### Wiring by layer

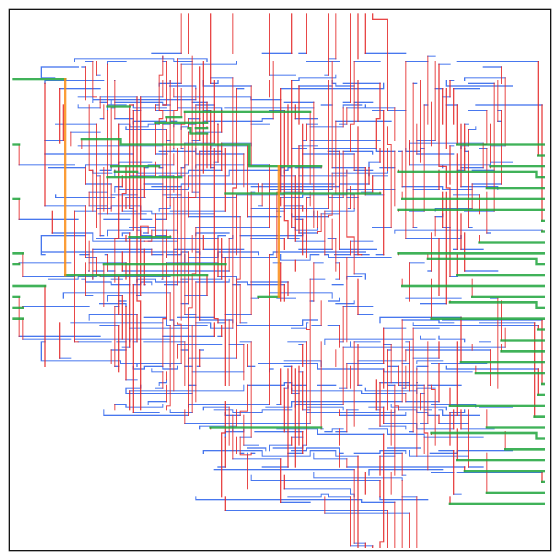
### Routing congestion map

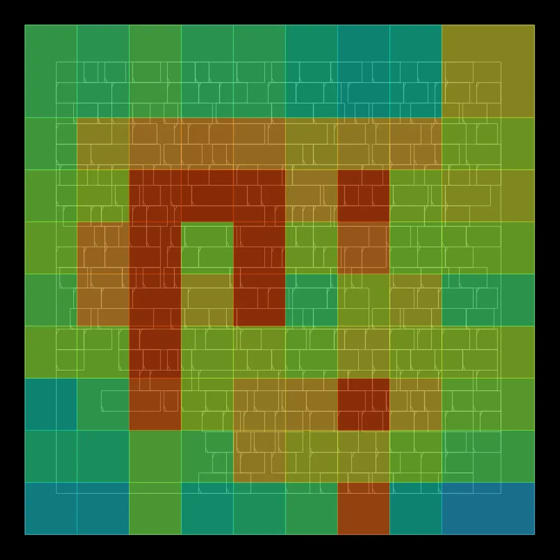
### Clock network drawn from the DEF

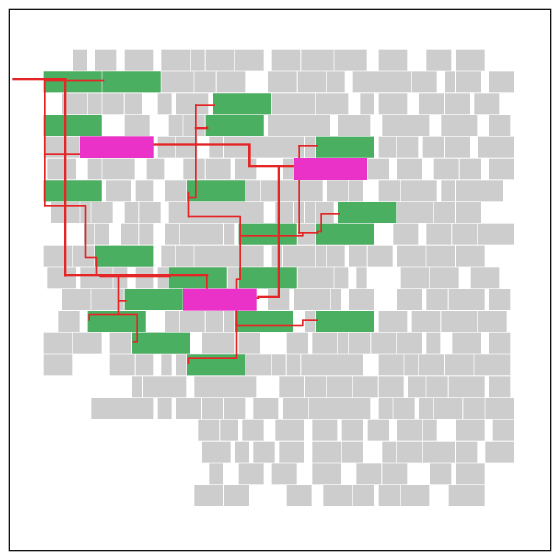
### Cells colored by class

The bar under the picture is 20 um long.
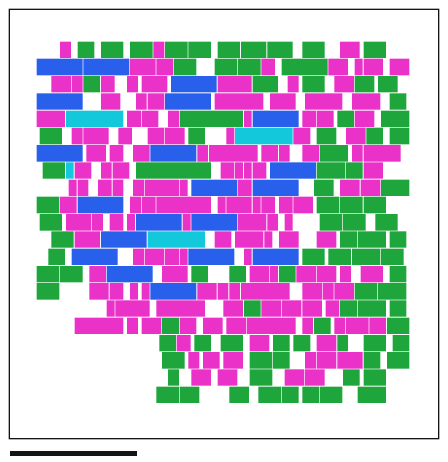
`config.mk`:
```
export PLATFORM = sky130hd
export DESIGN_NAME = fwd_hazard_ctrl_flat
export DESIGN_NICKNAME = d
export VERILOG_FILES = /design/src/rtl/fwd_hazard_ctrl_if.sv /design/src/rtl/fwd_hazard_ctrl.sv /design/src/flat_wrapper.sv
export SDC_FILE = /design/constraint.sdc
export NUM_CORES = 1
export LEC_CHECK = 0
export CAP_MARGIN = 20
export CORE_MARGIN = 4
export CORE_UTILIZATION = 42
export CTS_BUF_LIST = sky130_fd_sc_hd__clkbuf_16
export DETAILED_ROUTE_END_ITERATION = 8
export HOLD_SLACK_MARGIN = 0.02
export PLACE_DENSITY = 0.8
export SLEW_MARGIN = 20
export SYNTH_ARGS = -nofsm -noshare
export SYNTH_HDL_FRONTEND = slang
export SYNTH_SLANG_ARGS = --single-unit
```
`constraint.sdc`:
```
create_clock -name clk -period 2.2 [get_ports clk]
set_input_delay 0.33 -clock clk [delete_from_list [all_inputs] [get_ports clk]]
set_output_delay 0.33 -clock clk [all_outputs]
set_load 0.03 [all_outputs]
```
`src/rtl/fwd_hazard_ctrl_if.sv`:
```
// Bundle of pipeline-register fields seen by the forwarding/hazard controller.
// The i_/o_ prefixes are from the controller's point of view: the pipeline
// (master) drives the i_ fields and consumes the o_ fields.
interface fwd_hazard_ctrl_if #(
    parameter int REG_AW = 5,
    parameter int CNT_W  = 16
);
    logic [REG_AW-1:0] i_id_ex_rs;
    logic [REG_AW-1:0] i_id_ex_rt;
    logic [REG_AW-1:0] i_id_ex_rd;
    logic              i_id_ex_mem_read;
    logic              i_ex_mem_reg_write;
    logic [REG_AW-1:0] i_ex_mem_rd;
    logic              i_mem_wb_reg_write;
    logic [REG_AW-1:0] i_mem_wb_rd;
    logic [REG_AW-1:0] i_if_id_rs;
    logic [REG_AW-1:0] i_if_id_rt;
    logic              i_if_id_uses_rt;
    logic              i_hold_in;
    logic [1:0]        o_fwd_a;
    logic [1:0]        o_fwd_b;
    logic              o_stall_pc;
    logic              o_stall_ifid;
    logic              o_flush_idex;
    logic [CNT_W-1:0]  o_stall_cycles;

    modport master (
        output i_id_ex_rs, i_id_ex_rt, i_id_ex_rd, i_id_ex_mem_read,
               i_ex_mem_reg_write, i_ex_mem_rd, i_mem_wb_reg_write, i_mem_wb_rd,
               i_if_id_rs, i_if_id_rt, i_if_id_uses_rt, i_hold_in,
        input  o_fwd_a, o_fwd_b, o_stall_pc, o_stall_ifid, o_flush_idex,
               o_stall_cycles
    );

    modport slave (
        input  i_id_ex_rs, i_id_ex_rt, i_id_ex_rd, i_id_ex_mem_read,
               i_ex_mem_reg_write, i_ex_mem_rd, i_mem_wb_reg_write, i_mem_wb_rd,
               i_if_id_rs, i_if_id_rt, i_if_id_uses_rt, i_hold_in,
        output o_fwd_a, o_fwd_b, o_stall_pc, o_stall_ifid, o_flush_idex,
               o_stall_cycles
    );
endinterface

```
`src/rtl/fwd_hazard_ctrl.sv`:
```
// Forwarding and load-use hazard controller for the 5-stage pipeline.
// Operand A/B forwarding is purely combinational with EX/MEM winning over
// MEM/WB. A load in ID/EX whose target is read by the instruction in IF/ID
// freezes PC and IF/ID and bubbles ID/EX for LOAD_LAT cycles (legal 1..7).
// Stall cycles that actually advance the pipeline are counted, saturating.
module fwd_hazard_ctrl #(
    parameter int REG_AW   = 5,
    parameter int LOAD_LAT = 1,
    parameter int EXCL_EN  = 1,
    parameter int EXCL_REG = 31,
    parameter int CNT_W    = 16
) (
    input  logic               clk,
    input  logic               rst,
    fwd_hazard_ctrl_if.slave   bus
);

    localparam logic [0:0]        ST_IDLE     = 1'b0;
    localparam logic [0:0]        ST_STALL    = 1'b1;
    localparam logic [2:0]        LAT_RELOAD  = 3'(LOAD_LAT - 1);
    localparam logic              MULTI_CYCLE = (LOAD_LAT > 1);
    localparam logic              EXCL_ON     = (EXCL_EN != 0);
    localparam logic [REG_AW-1:0] EXCL_IDX    = REG_AW'(EXCL_REG);
    localparam logic [CNT_W-1:0]  CNT_MAX     = {CNT_W{1'b1}};
    localparam logic [CNT_W-1:0]  CNT_ONE     = CNT_W'(1);

    // A producer may forward only if it really writes a non-zero register
    // that is not the link register served by its own path.
    function automatic logic writeOk(input logic we, input logic [REG_AW-1:0] rd);
        return we && (rd != '0) && !(EXCL_ON && (rd == EXCL_IDX));
    endfunction

    // The younger producer (EX/MEM) holds the newer value, so it wins.
    function automatic logic [1:0] selectSrc(input logic emHit, input logic wbHit);
        if (emHit) begin
            return 2'b10;
        end else if (wbHit) begin
            return 2'b01;
        end
        return 2'b00;
    endfunction

    logic        w_em_ok;
    logic        w_wb_ok;
    logic        w_em_hit_a;
    logic        w_wb_hit_a;
    logic        w_em_hit_b;
    logic        w_wb_hit_b;
    logic        w_rs_conflict;
    logic        w_rt_conflict;
    logic        w_haz;
    logic        w_stall;
    logic        w_advance;
    logic        w_cnt_sat;
    logic [0:0]  w_state_nxt;
    logic [2:0]  w_rem_nxt;

    logic [0:0]       r_state;
    logic [2:0]       r_rem;
    logic [CNT_W-1:0] r_stall_cycles;

    assign w_em_ok = writeOk(bus.i_ex_mem_reg_write, bus.i_ex_mem_rd);
    assign w_wb_ok = writeOk(bus.i_mem_wb_reg_write, bus.i_mem_wb_rd);

    assign w_em_hit_a = w_em_ok && (bus.i_ex_mem_rd == bus.i_id_ex_rs);
    assign w_wb_hit_a = w_wb_ok && (bus.i_mem_wb_rd == bus.i_id_ex_rs);
    assign w_em_hit_b = w_em_ok && (bus.i_ex_mem_rd == bus.i_id_ex_rt);
    assign w_wb_hit_b = w_wb_ok && (bus.i_mem_wb_rd == bus.i_id_ex_rt);

    // rt only counts when the ID instruction actually reads it as a source;
    // the link-register exclusion does not apply here since a load result
    // is simply not available yet regardless of its destination.
    assign w_rs_conflict = (bus.i_id_ex_rd == bus.i_if_id_rs);
    assign w_rt_conflict = bus.i_if_id_uses_rt && (bus.i_id_ex_rd == bus.i_if_id_rt);
    assign w_haz = bus.i_id_ex_mem_read && (bus.i_id_ex_rd != '0)
                   && (w_rs_conflict || w_rt_conflict);

    // The first stall cycle comes straight from the hazard; later ones from the FSM.
    assign w_stall   = ((r_state == ST_IDLE) && w_haz) || (r_state == ST_STALL);
    assign w_advance = !bus.i_hold_in;
    assign w_cnt_sat = (r_stall_cycles == CNT_MAX);

    // Forward-select outputs.
    always_comb begin
        bus.o_fwd_a = selectSrc(w_em_hit_a, w_wb_hit_a);
        bus.o_fwd_b = selectSrc(w_em_hit_b, w_wb_hit_b);
    end

    // Next-state logic: a hazard seen in IDLE arms the remaining stall cycles; STALL counts them down, all frozen by hold.
    always_comb begin
        w_state_nxt = r_state;
        w_rem_nxt   = r_rem;
        if (w_advance) begin
            case (r_state)
                ST_IDLE: begin
                    if (w_haz && MULTI_CYCLE) begin
                        w_state_nxt = ST_STALL;
                        w_rem_nxt   = LAT_RELOAD;
                    end
                end
                ST_STALL: begin
                    w_rem_nxt = r_rem - 3'd1;
                    if (r_rem == 3'd1) begin
                        w_state_nxt = ST_IDLE;
                    end
                end
                default: begin
                    w_state_nxt = ST_IDLE;
                    w_rem_nxt   = 3'd0;
                end
            endcase
        end
    end

    // State and remaining-count registers.
    always_ff @(posedge clk) begin
        if (rst) begin
            r_state <= ST_IDLE;
            r_rem   <= 3'd0;
        end else begin
            r_state <= w_state_nxt;
            r_rem   <= w_rem_nxt;
        end
    end

    // Saturating performance counter of stall cycles that were not frozen by hold.
    always_ff @(posedge clk) begin
        if (rst) begin
            r_stall_cycles <= '0;
        end else if (w_stall && w_advance && !w_cnt_sat) begin
            r_stall_cycles <= r_stall_cycles + CNT_ONE;
        end
    end

    // All three stall controls move together.
    always_comb begin
        bus.o_stall_pc     = w_stall;
        bus.o_stall_ifid   = w_stall;
        bus.o_flush_idex   = w_stall;
        bus.o_stall_cycles = r_stall_cycles;
    end

endmodule

```
`src/flat_wrapper.sv`:
```
// flat-port wrapper written by rule: the top's interface ports become plain ports
module fwd_hazard_ctrl_flat 
#(
    parameter int REG_AW   = 5,
    parameter int LOAD_LAT = 1,
    parameter int EXCL_EN  = 1,
    parameter int EXCL_REG = 31,
    parameter int CNT_W    = 16
)
  (clk, rst, bus_i_id_ex_rs, bus_i_id_ex_rt, bus_i_id_ex_rd, bus_i_id_ex_mem_read, bus_i_ex_mem_reg_write, bus_i_ex_mem_rd, bus_i_mem_wb_reg_write, bus_i_mem_wb_rd, bus_i_if_id_rs, bus_i_if_id_rt, bus_i_if_id_uses_rt, bus_i_hold_in, bus_o_fwd_a, bus_o_fwd_b, bus_o_stall_pc, bus_o_stall_ifid, bus_o_flush_idex, bus_o_stall_cycles);
  fwd_hazard_ctrl_if #(.REG_AW(REG_AW), .CNT_W(CNT_W)) bus_i ();
  input  logic clk;
  input  logic rst;
  input wire logic [$bits(bus_i.i_id_ex_rs)-1:0] bus_i_id_ex_rs;
  input wire logic [$bits(bus_i.i_id_ex_rt)-1:0] bus_i_id_ex_rt;
  input wire logic [$bits(bus_i.i_id_ex_rd)-1:0] bus_i_id_ex_rd;
  input wire logic [$bits(bus_i.i_id_ex_mem_read)-1:0] bus_i_id_ex_mem_read;
  input wire logic [$bits(bus_i.i_ex_mem_reg_write)-1:0] bus_i_ex_mem_reg_write;
  input wire logic [$bits(bus_i.i_ex_mem_rd)-1:0] bus_i_ex_mem_rd;
  input wire logic [$bits(bus_i.i_mem_wb_reg_write)-1:0] bus_i_mem_wb_reg_write;
  input wire logic [$bits(bus_i.i_mem_wb_rd)-1:0] bus_i_mem_wb_rd;
  input wire logic [$bits(bus_i.i_if_id_rs)-1:0] bus_i_if_id_rs;
  input wire logic [$bits(bus_i.i_if_id_rt)-1:0] bus_i_if_id_rt;
  input wire logic [$bits(bus_i.i_if_id_uses_rt)-1:0] bus_i_if_id_uses_rt;
  input wire logic [$bits(bus_i.i_hold_in)-1:0] bus_i_hold_in;
  output wire logic [$bits(bus_i.o_fwd_a)-1:0] bus_o_fwd_a;
  output wire logic [$bits(bus_i.o_fwd_b)-1:0] bus_o_fwd_b;
  output wire logic [$bits(bus_i.o_stall_pc)-1:0] bus_o_stall_pc;
  output wire logic [$bits(bus_i.o_stall_ifid)-1:0] bus_o_stall_ifid;
  output wire logic [$bits(bus_i.o_flush_idex)-1:0] bus_o_flush_idex;
  output wire logic [$bits(bus_i.o_stall_cycles)-1:0] bus_o_stall_cycles;
  assign bus_i.i_id_ex_rs = bus_i_id_ex_rs;
  assign bus_i.i_id_ex_rt = bus_i_id_ex_rt;
  assign bus_i.i_id_ex_rd = bus_i_id_ex_rd;
  assign bus_i.i_id_ex_mem_read = bus_i_id_ex_mem_read;
  assign bus_i.i_ex_mem_reg_write = bus_i_ex_mem_reg_write;
  assign bus_i.i_ex_mem_rd = bus_i_ex_mem_rd;
  assign bus_i.i_mem_wb_reg_write = bus_i_mem_wb_reg_write;
  assign bus_i.i_mem_wb_rd = bus_i_mem_wb_rd;
  assign bus_i.i_if_id_rs = bus_i_if_id_rs;
  assign bus_i.i_if_id_rt = bus_i_if_id_rt;
  assign bus_i.i_if_id_uses_rt = bus_i_if_id_uses_rt;
  assign bus_i.i_hold_in = bus_i_hold_in;
  assign bus_o_fwd_a = bus_i.o_fwd_a;
  assign bus_o_fwd_b = bus_i.o_fwd_b;
  assign bus_o_stall_pc = bus_i.o_stall_pc;
  assign bus_o_stall_ifid = bus_i.o_stall_ifid;
  assign bus_o_flush_idex = bus_i.o_flush_idex;
  assign bus_o_stall_cycles = bus_i.o_stall_cycles;
  fwd_hazard_ctrl #(.REG_AW(REG_AW), .LOAD_LAT(LOAD_LAT), .EXCL_EN(EXCL_EN), .EXCL_REG(EXCL_REG), .CNT_W(CNT_W)) u_core (.clk(clk), .rst(rst), .bus(bus_i));
endmodule
```
==> impl_metrics.toml <==
# synthesis and place-and-route metrics
[synthesis]
syn_avg_cell_area_um2 = 8.34
area_leaders = "dfxtp_1, xor2_1, xnor2_1, or4_1, nand3_1"
synthFlopType = "dfxtp_1"
xor_share_pct = 18.9
async_reset_ff_share_pct = 0
synth_cells = 178
simple_gate_area_share_pct = 29.9
synth_flops = 20
ys_types = 34
edf_count = 0
synth_warnings = 0
synthTopLogicFamily = "simple AND/OR/NAND/NOR gates"
ys_area_um2 = 1490

[power]
power.total_mw = 0.986
ir_worst_vdd_uv = 594
maxPowerGroup = "clock"
seq_power_mw = 0.363
pg_clk_mw = 0.382
power.density_nw_per_um2 = 371

[floorplan]
die_w_um = 67.5
floorplan.core_util_pct = 44.2
ios = 65

[layout]
nClkBuffers = 3
buf_share_pct = 34.5
n_all_inverters = 4
layout_top_cell = "clkdlybuf4s50_1"
final_cell_mix = "clkdlybuf4s50_1, buf_4, dfxtp_1"
signal_buffers = 93
fillers = 221
fin_nets = 312
seq_cell_count = 20
fin_cells = 312
mi_logic_area_um2 = 1180

[worst_setup_path]
worstSetupPathType = "input pin to output port"
crit_end = "bus_o_stall_ifid"
critPathRequiredTime_ns = 1.87
crit_slowest_cell = "or4_1"
r2r-end = "u_core.bus.o_stall_cycles[7]"
cp-startpoint = "bus_i_id_ex_rd[2]"
worst-path-stages = 6
critPathBufInv = 3
crit-reg2reg-launch = "u_core.bus.o_stall_cycles[6]"
cp_top_family = "buffers and inverters"

[cts]
cts-htree-levels = 1
cts.sinks = 20

[timing]
max_slew_margin_pct = 67.1
finalClockSkew_ns = 0.00514
setup_violations = 0
holdWs_ns = 0.473
fmax_mhz = 459
timing.final.max_slew_violations = 0

[place]
gp_congestion = 0.762
numPlacedInstances = 306
dp_slack_ns = -0.490

[drt]
top_layer = "met4"
avgViaCountPerCell = 5.47
drc_errors = 0

[status]
status = "completed"

[min_path]
min_from = "u_core.r_state"
hold_path_end = "u_core.r_state"
min_path_cells = 2

[global_routing]
grt_pass1_wl_um = 7990
grt_most_used_layer = "met2"
grt_pass1_vias = 1699
grt-ovfl-total = 0
Notes on 'Wiring by layer' above:
legend:
  red:
    layer: metal 2
    wire_length: 2,410 um
  orange:
    layer: metal 4
    wire_length: 40.8 um
  blue:
    layer: metal 1
    wire_length: 2,230 um
  green:
    layer: metal 3
    wire_length: 469 um
routed via count: 1,707
final WL: 5150 um

Notes on 'Routing congestion map' above:
GRT met2 Usage: 38.9%
Total GRT Usage: 23.0%
GR Util met3: 4.83%
M1 GR Usage: 29.3%
Final Core Density: 78.9%

Notes on 'Clock network drawn from the DEF' above:
legend:
  magenta:
    item: clock drivers
    count: 3
  red:
    item: clock wires
    length: 283 um
  green:
    item: flip-flops
    count: 20
routed clock nets: 4

Notes on 'Cells colored by class' above:
legend:
  green:
    class: remaining buffers and delay cells
    cells: 93
    share_of_their_area: 35%
  cyan:
    class: clock drivers and dummy loads
    cells: 4
    share_of_their_area: 3.0%
  blue:
    class: sequential cells
    cells: 20
    share_of_their_area: 15%
  magenta:
    class: combinational and other logic
    cells: 149
    share_of_their_area: 46%
flop share of the area: 15.1%
fin area: 2660 um^2
row cnt: 21
Core Box Area: 3360 um^2

